Fig. 1: run 1, cell classes on the final placement
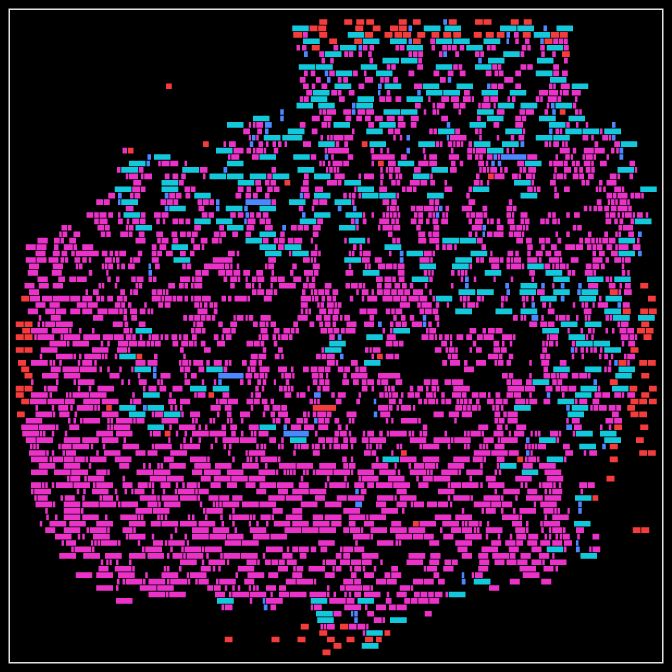
Fig. 2: run 1, clock distribution
Bar = 100 um.
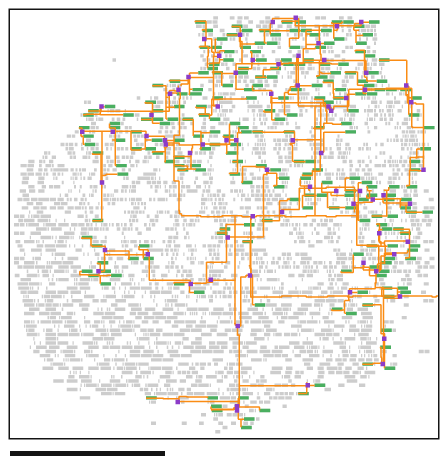
Fig. 3: run 1, sequential cells grouped by signal name
Other sequential cells in the stronger grey, the rest of the logic in the fainter grey.
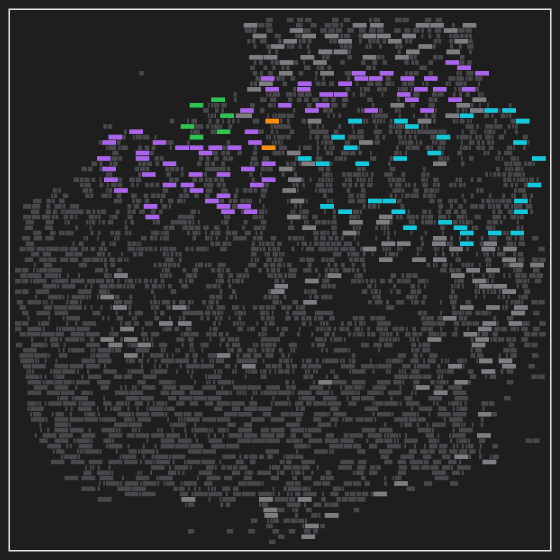
===== src/rtl/fre_calc_pkg.sv =====
// Shared constants, FSM encodings and the rounding pre-add for the frequency calculator.
package fre_calc_pkg;

  localparam int unsigned CLK_HZ_DEF = 100_000_000;
  localparam int          DIV_W      = 64;
  localparam int          IN_W       = 32;

  localparam logic [1:0] S_IDLE = 2'd0;
  localparam logic [1:0] S_LOAD = 2'd1;
  localparam logic [1:0] S_DIV  = 2'd2;
  localparam logic [1:0] S_DONE = 2'd3;

  // Adding M/2 before the truncating divide turns floor() into round-to-nearest.
  function automatic logic [DIV_W-1:0] round_num(input logic [IN_W-1:0] n,
                                                 input logic [IN_W-1:0] m,
                                                 input logic [IN_W-1:0] clk_hz);
    return (DIV_W'(n) * DIV_W'(clk_hz)) + DIV_W'(m >> 1);
  endfunction

endpackage


===== src/rtl/fre_calc_if.sv =====
// Gate-count inputs and frequency result outputs of fre_calc.
interface fre_calc_if;
  import fre_calc_pkg::*;

  logic [IN_W-1:0] m;
  logic [IN_W-1:0] n;
  logic [IN_W-1:0] freq_hz;
  logic            freq_valid;
  logic            busy;
  logic            div_zero;
  logic            sat;

  modport master (output m, n, input freq_hz, freq_valid, busy, div_zero, sat);
  modport slave  (input m, n, output freq_hz, freq_valid, busy, div_zero, sat);
endinterface


===== src/rtl/fre_calc_udiv.sv =====
// Restoring unsigned divider, 64b / 32b, one quotient bit per cycle MSB first, fixed 64-cycle latency.
module fre_calc_udiv
  import fre_calc_pkg::*;
(
  input  logic             i_clk,
  input  logic             i_rst,
  input  logic             i_start,
  input  logic [DIV_W-1:0] i_num,
  input  logic [IN_W-1:0]  i_den,
  output logic             o_done,
  output logic [DIV_W-1:0] o_quot
);

  logic [DIV_W-1:0] r_q;
  logic [IN_W-1:0]  r_rem;
  logic [IN_W-1:0]  r_den;
  logic [5:0]       r_cnt;
  logic             r_busy;

  logic [IN_W:0]    w_trial;
  logic [IN_W-1:0]  w_diff;
  logic             w_ge;

  // Remainder stays below den < 2^32, so the 33-bit trial only needs 32 bits after subtracting.
  assign w_trial = {r_rem, r_q[DIV_W-1]};
  assign w_ge    = (w_trial >= {1'b0, r_den});
  assign w_diff  = w_trial[IN_W-1:0] - r_den;

  always_ff @(posedge i_clk) begin
    if (i_rst) begin
      r_q    <= '0;
      r_rem  <= '0;
      r_den  <= '0;
      r_cnt  <= '0;
      r_busy <= 1'b0;
    end else if (i_start) begin
      r_q    <= i_num;
      r_rem  <= '0;
      r_den  <= i_den;
      r_cnt  <= '0;
      r_busy <= 1'b1;
    end else if (r_busy) begin
      r_q   <= {r_q[DIV_W-2:0], w_ge};
      r_rem <= w_ge ? w_diff : w_trial[IN_W-1:0];
      r_cnt <= r_cnt + 6'd1;
      if (r_cnt == 6'(DIV_W-1)) r_busy <= 1'b0;
    end
  end

  // High during the edge that shifts in the last quotient bit.
  assign o_done = r_busy && (r_cnt == 6'(DIV_W-1));
  assign o_quot = r_q;

endmodule


===== src/rtl/fre_calc.sv =====
// Turns gate counts {M,N} into a rounded frequency word; recomputes only on change, keeps latest pair.
module fre_calc
  import fre_calc_pkg::*;
#(
  parameter int unsigned CLK_HZ = CLK_HZ_DEF
) (
  input  logic     i_clk_100M,
  input  logic     i_rst,
  fre_calc_if.slave s_if
);

  logic [1:0]      r_state;
  logic [IN_W-1:0] r_m_s;
  logic [IN_W-1:0] r_n_s;
  logic            r_pending;
  logic [IN_W-1:0] r_freq_hz;
  logic            r_freq_valid;
  logic            r_div_zero;
  logic            r_sat;

  logic            w_new;
  logic            w_start;
  logic            w_div_done;
  logic [DIV_W-1:0] w_quot;

  assign w_new   = ({s_if.m, s_if.n} != {r_m_s, r_n_s});
  assign w_start = (r_state == S_LOAD) && (r_m_s != '0);

  fre_calc_udiv u_div (
    .i_clk   (i_clk_100M),
    .i_rst   (i_rst),
    .i_start (w_start),
    .i_num   (round_num(r_n_s, r_m_s, IN_W'(CLK_HZ))),
    .i_den   (r_m_s),
    .o_done  (w_div_done),
    .o_quot  (w_quot)
  );

  always_ff @(posedge i_clk_100M) begin
    if (i_rst) begin
      r_state      <= S_IDLE;
      r_m_s        <= '0;
      r_n_s        <= '0;
      r_pending    <= 1'b0;
      r_freq_hz    <= '0;
      r_freq_valid <= 1'b0;
      r_div_zero   <= 1'b0;
      r_sat        <= 1'b0;
    end else begin
      r_freq_valid <= 1'b0;
      // Shadow is frozen while busy; a change only leaves a flag so IDLE recaptures the latest pair.
      if ((r_state != S_IDLE) && w_new) r_pending <= 1'b1;
      case (r_state)
        S_IDLE: begin
          if (w_new || r_pending) begin
            r_m_s     <= s_if.m;
            r_n_s     <= s_if.n;
            r_pending <= 1'b0;
            r_state   <= S_LOAD;
          end
        end
        S_LOAD: r_state <= (r_m_s == '0) ? S_DONE : S_DIV;
        S_DIV:  if (w_div_done) r_state <= S_DONE;
        S_DONE: begin
          r_freq_valid <= 1'b1;
          if (r_m_s == '0) begin
            r_freq_hz  <= '0;
            r_div_zero <= 1'b1;
            r_sat      <= 1'b0;
          end else begin
            r_div_zero <= 1'b0;
            r_sat      <= (w_quot[DIV_W-1:IN_W] != '0);
            r_freq_hz  <= (w_quot[DIV_W-1:IN_W] != '0) ? '1 : w_quot[IN_W-1:0];
          end
          r_state <= S_IDLE;
        end
        default: r_state <= S_IDLE;
      endcase
    end
  end

  assign s_if.freq_hz    = r_freq_hz;
  assign s_if.freq_valid = r_freq_valid;
  assign s_if.busy       = (r_state != S_IDLE);
  assign s_if.div_zero   = r_div_zero;
  assign s_if.sat        = r_sat;

endmodule


===== src/flat_wrapper.sv =====
// flat-port wrapper written by rule: the top's interface ports become plain ports
module fre_calc_flat import fre_calc_pkg::*;
#(
  parameter int unsigned CLK_HZ = CLK_HZ_DEF
)
  (i_clk_100M, i_rst, s_if_m, s_if_n, s_if_freq_hz, s_if_freq_valid, s_if_busy, s_if_div_zero, s_if_sat);
  fre_calc_if s_if_i ();
  input  logic i_clk_100M;
  input  logic i_rst;
  input wire logic [$bits(s_if_i.m)-1:0] s_if_m;
  input wire logic [$bits(s_if_i.n)-1:0] s_if_n;
  output wire logic [$bits(s_if_i.freq_hz)-1:0] s_if_freq_hz;
  output wire logic [$bits(s_if_i.freq_valid)-1:0] s_if_freq_valid;
  output wire logic [$bits(s_if_i.busy)-1:0] s_if_busy;
  output wire logic [$bits(s_if_i.div_zero)-1:0] s_if_div_zero;
  output wire logic [$bits(s_if_i.sat)-1:0] s_if_sat;
  assign s_if_i.m = s_if_m;
  assign s_if_i.n = s_if_n;
  assign s_if_freq_hz = s_if_i.freq_hz;
  assign s_if_freq_valid = s_if_i.freq_valid;
  assign s_if_busy = s_if_i.busy;
  assign s_if_div_zero = s_if_i.div_zero;
  assign s_if_sat = s_if_i.sat;
  fre_calc #(.CLK_HZ(CLK_HZ)) u_core (.i_clk_100M(i_clk_100M), .i_rst(i_rst), .s_if(s_if_i));
endmodule

===== config.mk =====
export PLATFORM = sky130hd
export DESIGN_NAME = fre_calc_flat
export DESIGN_NICKNAME = d
export VERILOG_FILES = /design/src/rtl/fre_calc_pkg.sv /design/src/rtl/fre_calc_if.sv /design/src/rtl/fre_calc_udiv.sv /design/src/rtl/fre_calc.sv /design/src/flat_wrapper.sv
export SDC_FILE = /design/constraint.sdc
export NUM_CORES = 1
export LEC_CHECK = 0
export CAP_MARGIN = 20
export CORE_MARGIN = 2
export CORE_UTILIZATION = 35
export CTS_BUF_LIST = sky130_fd_sc_hd__clkbuf_2
export CTS_CLUSTER_DIAMETER = 60
export DETAILED_ROUTE_END_ITERATION = 8
export PLACE_DENSITY_LB_ADDON = 0.2
export SLEW_MARGIN = 20
export SYNTH_ARGS = -nofsm -noshare
export SYNTH_HDL_FRONTEND = slang
export SYNTH_SLANG_ARGS = --single-unit

===== constraint.sdc =====
create_clock -name i_clk_100M -period 9.5 [get_ports i_clk_100M]
set_clock_uncertainty 0.2 [all_clocks]
set_input_delay 2.85 -clock i_clk_100M [delete_from_list [all_inputs] [get_ports i_clk_100M]]
set_output_delay 2.85 -clock i_clk_100M [all_outputs]
set_load 0.02 [all_outputs]

==> flow_summary.ini, run 1 <==
; synthesis and place-and-route metrics
[die]
well_tap_count = 959
std_cell_rows = 99
die_x_um = 275.7
die_h_um = 275.7
fp.dieArea_um2 = 76010

[timing]
fin_crit_sh_pct = 90.67
slew_headroom_pct = 33.64
setup_viol = 0
drv_slew = 0

[synth]
compound_area_share_pct = 15.91
logic_family = adder cells
ys_seq_share_pct = 18.36
synthMuxAreaShare_pct = 4.615
syn_nets = 3525
xor_area_share_pct = 5.119
syn_area_um2 = 25840
synth_flop_count = 237
synthDominantCellAreaShare_pct = 21.08
simple_gate_share_pct = 12.66
top_cells_by_area = fa_1 (21%), dfxtp_1 (18%), ha_1 (14%), inv_1 (6.9%), mux2i_1 (4.2%)

[layout]
comb_area_um2 = 18950
sh_comb_area_pct = 66.30
logic_gate_count = 2086
flop-count = 237
final_common_cell = inv_1
n_fill_cell = 7444
mostFrequentLayoutCells = inv_1 (475), ha_1 (284), fa_1 (272)
nClkBuffers = 96
largest_reg_flops = 64
sh_seq_area_pct = 16.61
inv_count = 476
dominant_cells = logic gates

[hold_path]
min_to = u_core.u_div.r_den[24]

[clock_tree]
cts.htree.levels = 3
cts_tree = done
clkLatencyLatePin_ns = 1.07
cts_resized = 0
clk_transition_reported_paths_ns = 0.11

[worst_setup_path]
reg2reg_depth = 27
start_kind = flip-flop
crit_path_end_kind = flip-flop
crit_required_ns = 10.22

[drt]
finalWirelength_mm = 79.60
drc = 11

[global_routing]
grt_pass1_vias = 21907
grt_pass1_wl_mm = 124.9

[outcome]
violations = design-rule violations
outcome = finished with violations
Back to the opening pictures, Fig. 1:
[cyan] flops | cells: 237
[red] other buffers and delay cells | cells: 121
[magenta] combinational and other logic | cells: 2562
[blue] clock drivers and dummy loads | cells: 122

Back to the opening pictures, Fig. 2:
[purple] clock drivers | count: 72
[orange] clock wires | length: 4620 um
[green] flip-flops | count: 237
routed clock nets: 73

Back to the opening pictures, Fig. 3:
[cyan] u_core.u_div.r_rem | flops: 32
[green] u_core.u_div.r_cnt | flops: 6
[purple] u_core.u_div.o_quot | flops: 64
[orange] u_core.r_state | flops: 2
not coloured: 133

[run 1: how the worst max path moves through the flow]
stage,depth (start not counted),startpoint,end
after floorplan,27,u_core.r_n_s[4],u_core.u_div.o_quot[55]
after global placement,27,u_core.r_n_s[6],u_core.u_div.o_quot[55]
after detailed placement,27,u_core.r_n_s[6],u_core.u_div.o_quot[55]
after CTS,27,u_core.r_n_s[6],u_core.u_div.o_quot[55]
after global routing,27,u_core.r_n_s[6],u_core.u_div.o_quot[55]
final,27,u_core.r_n_s[6],u_core.u_div.o_quot[55]
[run 1: per-stage QoR]
stage          std cells  area (um^2)  setup WS [ns]  utilization [%]
4_1_cts             4000        28540         0.9273            39.05
2_1_floorplan       2902        25840          1.886                -
6_report            4002        28580         0.8865            39.11
3_5_place_dp        3878        27830         0.9521            38.08
3_3_place_gp        3878        27830          1.097            38.08
5_1_grt             4002        28580         0.3346            39.11
[run 1: metal layers]
| metal | share of wire [%] | vias to the layer above | global-route usage (%) |
|---|---|---|---|
| met5 | 0 | - | 0 |
| met3 | 4.6 | 84 | 2.775 |
| met4 | 2.1 | 0 | 5.518 |
| met2 | 48 | 460 | 36.71 |
| met1 | 46 | 10316 | 28.53 |
| li1 | - | 10017 | - |
[run 1: worst register-to-register path: cells and delay by family, from the launching register on]
| family | cells | cell delay [ns] |
|---|---|---|
| buf+inv | 5 | 0.54 |
| simple gates | 6 | 1.44 |
| flops | 1 | 0.62 |
| compound gates | 8 | 2.07 |
| fa+ha+maj | 8 | 3.67 |
Fig. 4: run 1, clock wiring as the flow saved it
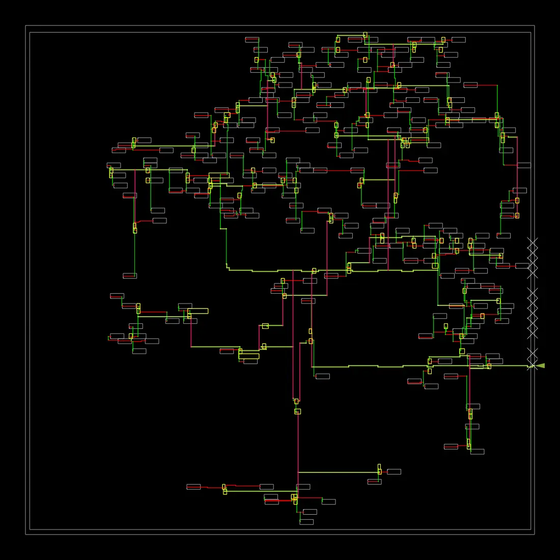

==> run 1 -> run 2 <==
--- a/config.mk
+++ b/config.mk
@@ -12,7 +12,7 @@
 export CTS_CLUSTER_DIAMETER = 60
 export DETAILED_ROUTE_END_ITERATION = 8
 export PLACE_DENSITY_LB_ADDON = 0.2
-export SLEW_MARGIN = 20
+export SLEW_MARGIN = 15
 export SYNTH_ARGS = -nofsm -noshare
 export SYNTH_HDL_FRONTEND = slang
 export SYNTH_SLANG_ARGS = --single-unit
Fig. 5: run 2, clock wiring as the flow saved it
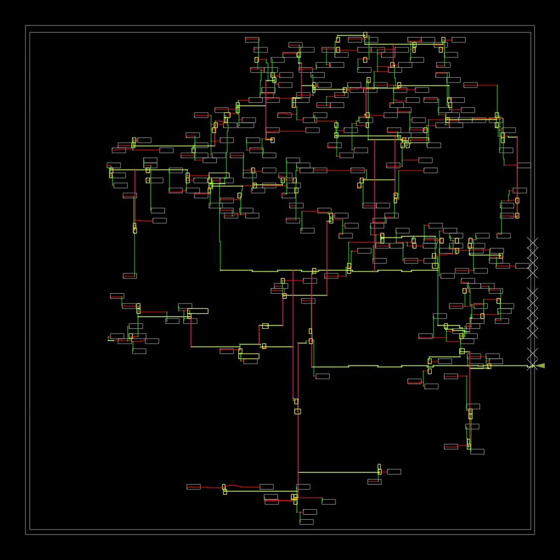
clock sink total: 237
flop count: 237

==> run 2 against run 1 <==
The run still ends with design-rule violations left. Count of clock-buffer cells in the layout did not move. Die area unchanged. Global-route usage stayed put. Utilization is essentially flat. Via count decreased by 0.11%. Fmax grew 0.25%. Design area about the same. Cell count about the same. Routed wire length fell by 0.14%. Synthesized area is the same. Critical path type unchanged. Highest routed layer unchanged.
==> flow_summary.ini, run 2 <==
; synthesis and place-and-route metrics
[die]
die_h_um = 275.7
die_x_um = 275.7
std_cell_rows = 99
well_tap_count = 959
fp.dieArea_um2 = 76010

[drt]
drc = 11
route.met2.wl_mm = 37.94
wl_met1_mm = 36.58
dr_wl_met3_mm = 3.356
top_layer_used = met4

[layout]
n_fill_cell = 7444
nClkBuffers = 96
mostFrequentLayoutCells = inv_1 (475), ha_1 (284), fa_1 (272)
post-route-util_pct = 39.12
comb_area_um2 = 18940
largest_reg_flops = 64
inv_count = 476
finalNonFillerCells = 4003
final_common_cell = inv_1
logic_gate_count = 2086
sh_comb_area_pct = 66.24

[synth]
top_cells_by_area = fa_1 (21%), dfxtp_1 (18%), ha_1 (14%), inv_1 (6.9%), mux2i_1 (4.2%)
ys_seq_share_pct = 18.36
xor_area_share_pct = 5.119
synthMuxAreaShare_pct = 4.615
synthDominantCellAreaShare_pct = 21.08
simple_gate_share_pct = 12.66

[placed_design]
pre_cts_ws_ns = 0.9521
dpl.cell_count = 3878

[clock_tree]
clkLatencyLatePin_ns = 1.06
cts_resized = 0
cts_tree = done
clk_transition_reported_paths_ns = 0.11

[outcome]
outcome = finished with violations
violations = design-rule violations

[timing]
fin_crit_sh_pct = 90.44
drv_slew = 0
setup_viol = 0
worst_slack_ns = 0.9081
slew_headroom_pct = 34.35

[worst_setup_path]
start_kind = flip-flop
crit_required_ns = 10.21
crit_path_end_kind = flip-flop

[global_routing]
grt_pass1_wl_mm = 124.9
grt_pass1_vias = 21907

[power_and_ir_drop]
Fig. 6: run 2, clock distribution
Bar = 100 um.
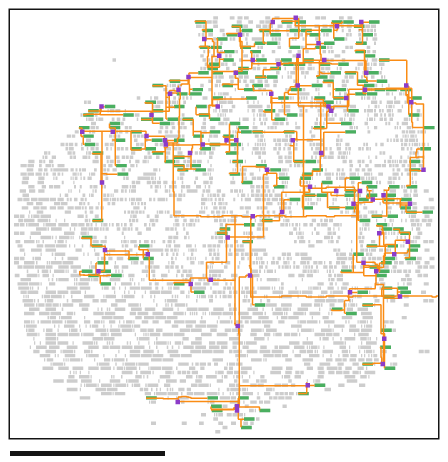
[orange] clock wires | length: 4630 um
[green] flip-flops | count: 237
[purple] clock drivers | count: 72
routed clock nets: 73

==> run 2: cell counts after synthesis <==
Identical to the previous run, type by type.
==> run 2: metal layers <==
layer / track usage (%) / vias to the layer above
li1: - / 10023
met1: 28.53 / 10322
met2: 36.71 / 431
met3: 2.775 / 77
met4: 5.518 / 0
met5: 0 / -
==> run 2: worst register-to-register path, delay by kind of cell, from the launching register on <==
kind / cells / cell delay (ns)
AND-OR/OR-AND: 8 / 2.04
adder cells (fa/ha/maj): 8 / 3.67
buffers and inverters: 5 / 0.54
flip-flops: 1 / 0.62
AND/OR/NAND/NOR: 6 / 1.44
==> run 2: cells by family (layout without fill, tap and decap cells) <==
group / count (synthesis) / in the layout
AND/OR/NAND/NOR: 658 / 658
AND-OR/OR-AND: 602 / 602
buffers and inverters: 579 / 720
adder cells (fa/ha/maj): 557 / 557
flip-flops: 237 / 237
XOR/XNOR: 151 / 151
multiplexers: 118 / 118
other: 0 / 1
==> run 2: through the flow <==
stage          instance area (um^2)  hold slack [ns]
2_1_floorplan                 25840           0.2363
3_3_place_gp                  27830           0.2443
3_5_place_dp                  27830           0.2484
4_1_cts                       28540           0.2266
5_1_grt                       28590           0.2824
6_report                      28590           0.2610
==> run 2: worst paths after layout <==
check	start	to	slack [ns]	depth (start not counted)
worst max-delay path	u_core.r_n_s[6]	u_core.u_div.o_quot[55]	0.91	27
worst min-delay path	u_core.r_m_s[22]	u_core.u_div.r_den[22]	0.26	2
worst max register to register	u_core.r_n_s[6]	u_core.u_div.o_quot[55]	0.91	27
worst min register to register	u_core.r_m_s[22]	u_core.u_div.r_den[22]	0.26	2
